**Layout detail**

Region (97, 24) to (122, 49) um. Cells in grey, sequential cells in the stronger grey; small squares are vias.
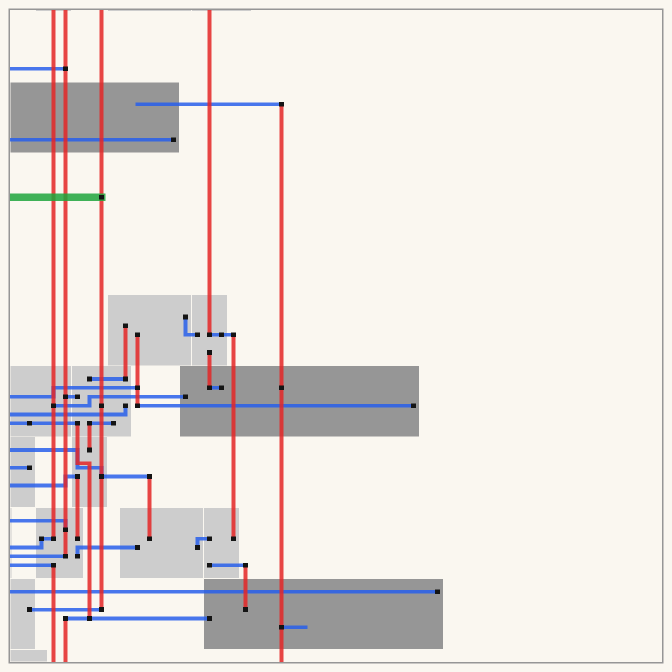
**Congestion heat map**

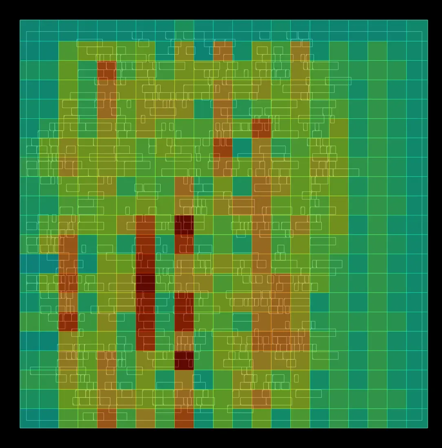
**Floorplan with the power grid**

The bar under the picture is 50 um long. Pins as bars on the die edge. Tap cells in grey.
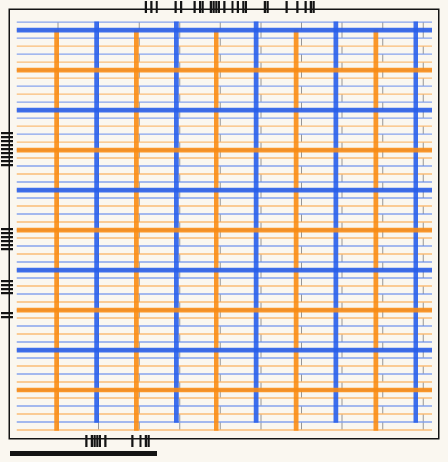
**Metal 4**

Cells faint in the background.
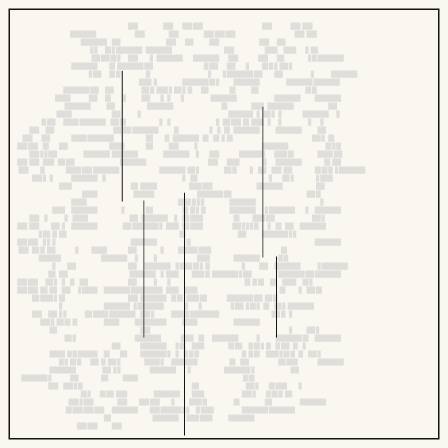
$ cat config.mk
export PLATFORM = sky130hd
export DESIGN_NAME = led_timing_generator
export DESIGN_NICKNAME = d
export VERILOG_FILES = /design/src/rtl/led_timing_pkg.sv /design/src/rtl/led_timing_generator_strobe_prescaler.sv /design/src/rtl/led_timing_generator.sv
export SDC_FILE = /design/constraint.sdc
export NUM_CORES = 1
export LEC_CHECK = 0
export CORE_MARGIN = 2
export CORE_UTILIZATION = 25
export DETAILED_ROUTE_END_ITERATION = 8
export PLACE_DENSITY = 0.4
export SYNTH_ARGS = -nofsm -noshare
export SYNTH_HDL_FRONTEND = slang
export SYNTH_SLANG_ARGS = --single-unit
$ cat constraint.sdc
create_clock -name clock_12mhz -period 2.8 [get_ports clock_12mhz]
set_input_delay 0.7 -clock clock_12mhz [delete_from_list [all_inputs] [get_ports clock_12mhz]]
set_output_delay 0.7 -clock clock_12mhz [all_outputs]
set_load 0.02 [all_outputs]
$ cat src/rtl/led_timing_pkg.sv
// Shared types and default timing constants for the LED strip timing generator.
package led_timing_pkg;

    typedef enum logic [1:0] {
        IDLE   = 2'd0,
        ACTIVE = 2'd1,
        LATCH  = 2'd2
    } led_state_t;

    // Index width that stays legal (at least one bit) for degenerate counts of 0 or 1.
    function automatic int idx_width(input int n);
        return (n <= 1) ? 1 : $clog2(n);
    endfunction

    localparam int DEFAULT_SEGMENT_DIV      = 5;
    localparam int DEFAULT_SEGMENTS_PER_BIT = 3;
    localparam int DEFAULT_BITS_PER_LED     = 24;
    localparam int DEFAULT_MAX_LEDS         = 256;
    localparam int DEFAULT_LATCH_MIN_CYCLES = 600;
    localparam int DEFAULT_FRAME_WIDTH      = 20;

    localparam int DEFAULT_SEGMENT_INDEX_W = idx_width(DEFAULT_SEGMENTS_PER_BIT);
    localparam int DEFAULT_BIT_INDEX_W     = idx_width(DEFAULT_BITS_PER_LED);
    localparam int DEFAULT_LED_INDEX_W     = idx_width(DEFAULT_MAX_LEDS);
    localparam int DEFAULT_LED_COUNT_W     = idx_width(DEFAULT_MAX_LEDS + 1);

endpackage

$ cat src/rtl/led_timing_generator_strobe_prescaler.sv
// Wrapping counter with a terminal-count strobe; chained to build segment, bit and LED timing.
module strobe_prescaler
    import led_timing_pkg::*;
#(
    parameter int WIDTH = 3
)(
    input  logic             clk,
    input  logic             rst_n,
    input  logic             clear,
    input  logic             advance,
    input  logic [WIDTH-1:0] terminal,
    output logic [WIDTH-1:0] count,
    output logic             tick
);

    assign tick = advance && (count == terminal);

    always_ff @(posedge clk or negedge rst_n) begin
        if (!rst_n) begin
            count <= '0;
        end else if (clear) begin
            count <= '0;
        end else if (tick) begin
            count <= '0;
        end else if (advance) begin
            count <= count + 1'b1;
        end
    end

endmodule

$ cat src/rtl/led_timing_generator.sv
// Frame sequencer for an LED strip: single-cycle timing strobes, position indices and latch gap.
module led_timing_generator
    import led_timing_pkg::*;
#(
    parameter int SEGMENT_DIV      = DEFAULT_SEGMENT_DIV,
    parameter int SEGMENTS_PER_BIT = DEFAULT_SEGMENTS_PER_BIT,
    parameter int BITS_PER_LED     = DEFAULT_BITS_PER_LED,
    parameter int MAX_LEDS         = DEFAULT_MAX_LEDS,
    parameter int LATCH_MIN_CYCLES = DEFAULT_LATCH_MIN_CYCLES,
    parameter int FRAME_WIDTH      = DEFAULT_FRAME_WIDTH
)(
    input  logic                                   clock_12mhz,
    input  logic                                   reset,
    input  logic                                   enable,
    input  logic                                   restart,
    input  logic [idx_width(MAX_LEDS + 1)-1:0]     led_count,
    input  logic [FRAME_WIDTH-1:0]                 frame_period,
    output logic                                   frame_strobe,
    output logic                                   segment_strobe,
    output logic                                   bit_strobe,
    output logic                                   led_strobe,
    output logic [idx_width(SEGMENTS_PER_BIT)-1:0] segment_index,
    output logic [idx_width(BITS_PER_LED)-1:0]     bit_index,
    output logic [idx_width(MAX_LEDS)-1:0]         led_index,
    output logic                                   active,
    output logic                                   latch,
    output logic                                   overrun
);

    localparam int PRE_W   = idx_width(SEGMENT_DIV);
    localparam int SEG_W   = idx_width(SEGMENTS_PER_BIT);
    localparam int BIT_W   = idx_width(BITS_PER_LED);
    localparam int LED_W   = idx_width(MAX_LEDS);
    localparam int LATCH_W = idx_width(LATCH_MIN_CYCLES);

    localparam logic [PRE_W-1:0]   PRE_LAST   = PRE_W'(SEGMENT_DIV - 1);
    localparam logic [SEG_W-1:0]   SEG_LAST   = SEG_W'(SEGMENTS_PER_BIT - 1);
    localparam logic [BIT_W-1:0]   BIT_LAST   = BIT_W'(BITS_PER_LED - 1);
    localparam logic [LATCH_W-1:0] LATCH_LAST = LATCH_W'(LATCH_MIN_CYCLES - 1);

    led_state_t             state_q;
    led_state_t             state_d;
    logic [FRAME_WIDTH-1:0] frame_cnt_q;
    logic [FRAME_WIDTH-1:0] target_q;
    logic [LATCH_W-1:0]     latch_cnt_q;
    logic [LED_W-1:0]       last_led_q;
    logic                   frame_strobe_q;
    logic                   overrun_q;

    logic                   run;
    logic                   abort;
    logic                   start;
    logic                   frame_done;
    logic                   count_clear;
    logic                   last_led;
    logic [PRE_W-1:0]       unused_prescale;

    assign run         = (state_q == ACTIVE);
    assign abort       = restart && (state_q != IDLE);
    assign count_clear = abort || !run;
    assign frame_done  = (state_q == LATCH)
                      && (frame_cnt_q >= target_q)
                      && (latch_cnt_q >= LATCH_LAST);

    // Clock prescaler -> segment -> bit -> LED; each level advances on the tick of the one below.
    strobe_prescaler #(.WIDTH(PRE_W)) u_prescale (
        .clk      (clock_12mhz),
        .rst_n    (reset),
        .clear    (count_clear),
        .advance  (run),
        .terminal (PRE_LAST),
        .count    (unused_prescale),
        .tick     (segment_strobe)
    );

    strobe_prescaler #(.WIDTH(SEG_W)) u_segment (
        .clk      (clock_12mhz),
        .rst_n    (reset),
        .clear    (count_clear),
        .advance  (segment_strobe),
        .terminal (SEG_LAST),
        .count    (segment_index),
        .tick     (bit_strobe)
    );

    strobe_prescaler #(.WIDTH(BIT_W)) u_bit (
        .clk      (clock_12mhz),
        .rst_n    (reset),
        .clear    (count_clear),
        .advance  (bit_strobe),
        .terminal (BIT_LAST),
        .count    (bit_index),
        .tick     (led_strobe)
    );

    strobe_prescaler #(.WIDTH(LED_W)) u_led (
        .clk      (clock_12mhz),
        .rst_n    (reset),
        .clear    (count_clear),
        .advance  (led_strobe),
        .terminal (last_led_q),
        .count    (led_index),
        .tick     (last_led)
    );

    // Restart outranks both the last-LED exit and a coincident frame end.
    always_comb begin
        state_d = state_q;
        start   = 1'b0;
        unique case (state_q)
            IDLE: begin
                start = enable;
            end
            ACTIVE: begin
                if (abort || last_led) begin
                    state_d = LATCH;
                end
            end
            LATCH: begin
                if (!abort && frame_done) begin
                    start = enable;
                    if (!enable) begin
                        state_d = IDLE;
                    end
                end
            end
            default: begin
                state_d = IDLE;
            end
        endcase
        if (start) begin
            state_d = (led_count == '0) ? LATCH : ACTIVE;
        end
    end

    always_ff @(posedge clock_12mhz or negedge reset) begin
        if (!reset) begin
            state_q        <= IDLE;
            frame_strobe_q <= 1'b0;
            overrun_q      <= 1'b0;
            frame_cnt_q    <= '0;
            latch_cnt_q    <= '0;
            target_q       <= '0;
            last_led_q     <= '0;
        end else begin
            state_q        <= state_d;
            frame_strobe_q <= start;

            if (start) begin
                last_led_q <= LED_W'(led_count - 1'b1);
                target_q   <= (frame_period == '0) ? '0 : frame_period - 1'b1;
            end

            if (start || abort || (state_d == IDLE)) begin
                frame_cnt_q <= '0;
            end else if (frame_cnt_q != '1) begin
                frame_cnt_q <= frame_cnt_q + 1'b1;
            end

            if ((state_q == LATCH) && (state_d == LATCH) && !abort && !start) begin
                if (latch_cnt_q != LATCH_LAST) begin
                    latch_cnt_q <= latch_cnt_q + 1'b1;
                end
            end else begin
                latch_cnt_q <= '0;
            end

            if (frame_done && !abort && (frame_cnt_q > target_q)) begin
                overrun_q <= 1'b1;
            end
        end
    end

    assign frame_strobe = frame_strobe_q;
    assign active       = run;
    assign latch        = (state_q == LATCH);
    assign overrun      = overrun_q;

endmodule

==> results.cfg <==
; flow metrics
[final_layout]
nClkBuffers = 10
design.seq.count = 80
sh_comb_area = 0.442
seq-cell-share = 0.315
fin_area_um2 = 6350
diodes = 0
final-clk-cell-share = 0.0487
fillers = 2040
layout-drive-gt1-share = 0.149
logic_area_um2 = 2810
bufAreaShareNonClock = 0.121
fin_util = 0.324
top_area_cell_class = combinational gates
n_all_inverters = 35
reg_top3 = frame_cnt_q x20, target_q x20, latch_cnt_q x10
layout.nets = 650

[critical_path]
cpMostUsedCell = inv_1
cp-endpoint = led_strobe
crit_required_ns = 2.10
r2r-end = last_led_q[3]
cp_slowest_cell = or3_1
critPathLaunchType = register
path_cells = inv_1 > ha_1 > nand4b_4 > or3_1 > inv_1 > dlygate4sd2_1
worstSetupPathType = register to primary output
crit_path_end_kind = primary output
cp_top_family = buffers and inverters
r2r-start = frame_cnt_q[7]
worstPathArrival_ns = 1.99
r2r_slack_ns = 0.20
critical_path_buf_inv_count = 3
crit_path_start = u_prescale.count[0]

[yosys]
ys_area_um2 = 5010
yosys_cells = 504
ys_ff = 80
synthArstFlopShare = 1.00
avgSynthCellArea_um2 = 9.94
syn-cell-area_um2 = 5010
synth-edff-count = 0
yosysWarnings = 0
ff_type = dfrtp_1
synth_seq_share = 0.400

[die]
nWellTaps = 265
die_w_um = 146
num_io_pins = 55
die_y_um = 146
dieArea_um2 = 21200

[grt]
grt_pass1_wl_mm = 20.5
overflow = 0

[sta]
fmax_mhz = 372
finClkSkew_ns = 0.00636
rsz0062_at_grt = no
layout_setup_ws_ns = 0.110
slew_headroom = 0.639
holdWs_ns = 0.333
setup-tns-final_ns = 0
period_used_share = 0.961
period_minus_slack_ns = 2.69

[min_path]
hold_path.class = primary input to async pin

[clocking]
cts_max_level = 3
cts_resized = 2
path_clk_slew_ns = 0.06
numCtsBuffers = 9
cts_setup_buffers = 0
cts.sinks = 80

[placed_design]
io_buffers = 54
dp_slack_ns = 0.0557
dpl_cell_area_um2 = 6050

[power_and_ir_drop]
pwr_density_cell_nw_per_um2 = 411
vdd_drop_max_mv = 0.280

[route]
drc = 0
ant_nets = 0
via_per_inst = 4.45
totalWireLength_mm = 12.0

[status]
status = completed

[job]
warning_count = 27
Back to the opening pictures, 'layout detail':
Key: blue = metal 1; red = metal 2; green = metal 3
11 logic cells have their middle in the window. Most frequent: dfrtp_1 (3), nor2_1 (2). Netlist names of flops here include frame_cnt_q (3). Sequential cells in the window: 3.

Back to the opening pictures, 'congestion heat map':
Top Usage Layer GRT: met2
total track usage: 0.120

Back to the opening pictures, 'floorplan with the power grid':
Key: blue = VDD; orange = VSS
10 straps on met5. 10 straps on met4. 52 met1 rails follow the rows. The core has 51 rows.

Back to the opening pictures, 'metal 4':
2 nets have wire on it. The layer carries 251 um of wire. The wires run mostly vertical. The layer holds 2.1% of the routed length.

## cells by family (layout without fill, tap and decap cells)
logic type / Yosys count / in the layout / synth area share
AND/OR/NAND/NOR: 215 / 215 / 0.238
adder cells (fa/ha/maj): 28 / 28 / 0.0699
AND-OR/OR-AND: 53 / 53 / 0.0794
multiplexers: 27 / 27 / 0.0702
flip-flops: 80 / 80 / 0.400
buffers and inverters: 43 / 131 / 0.0415
XOR/XNOR: 58 / 58 / 0.101
## synthesized netlist by cell type (7+ instances only)
master    number  area, um2
dfrtp_1       80       2000
nand3_1       17       85.1
nand2_1       44        165
inv_1         34        128
mux2i_1       10        100
and3_1         7       43.8
xor2_1        25        219
nor4_1         9       56.3
o21ai_0        8       40.0
nand2b_1       8       50.1
nor2_2         7       43.8
nor2_1        57        214
a21oi_1       15       75.1
ha_1          28        350
xnor2_1       33        289
nand4_1       16        100
mux2_4        16        240
nor3_1        12       60.1
## power by group
group	internal, mW	leakage, nW	switching, mW
Sequential	1.16	1.09	0.00719
Combinational	0.0870	1.52	0.0944
Clock	0.792	0.154	0.468
## metal layers
| layer | global-route usage | part of all wire |
|---|---|---|
| met1 | 0.161 | 0.50 |
| met2 | 0.194 | 0.46 |
| met3 | 0.0135 | 0.018 |
| met4 | 0.0559 | 0.021 |
| met5 | 0 | 0 |
## layout by cell type, fill, tap and decap left out, drive strengths merged, types with 7 or more instances in the layout
cell type,count
xnor2,33
dfrtp,80
ha,28
nor4,13
nand4,19
nand3,18
mux2i,10
clkbuf,10
nand2b,8
nand2,44
and3,7
nor2,64
buf,29
o21ai,12
a21oi,16
mux2,17
clkdlybuf4s50,51
xor2,25
nor3,12
inv,35
No activity file was given, so power comes from the tool's default toggle rates.
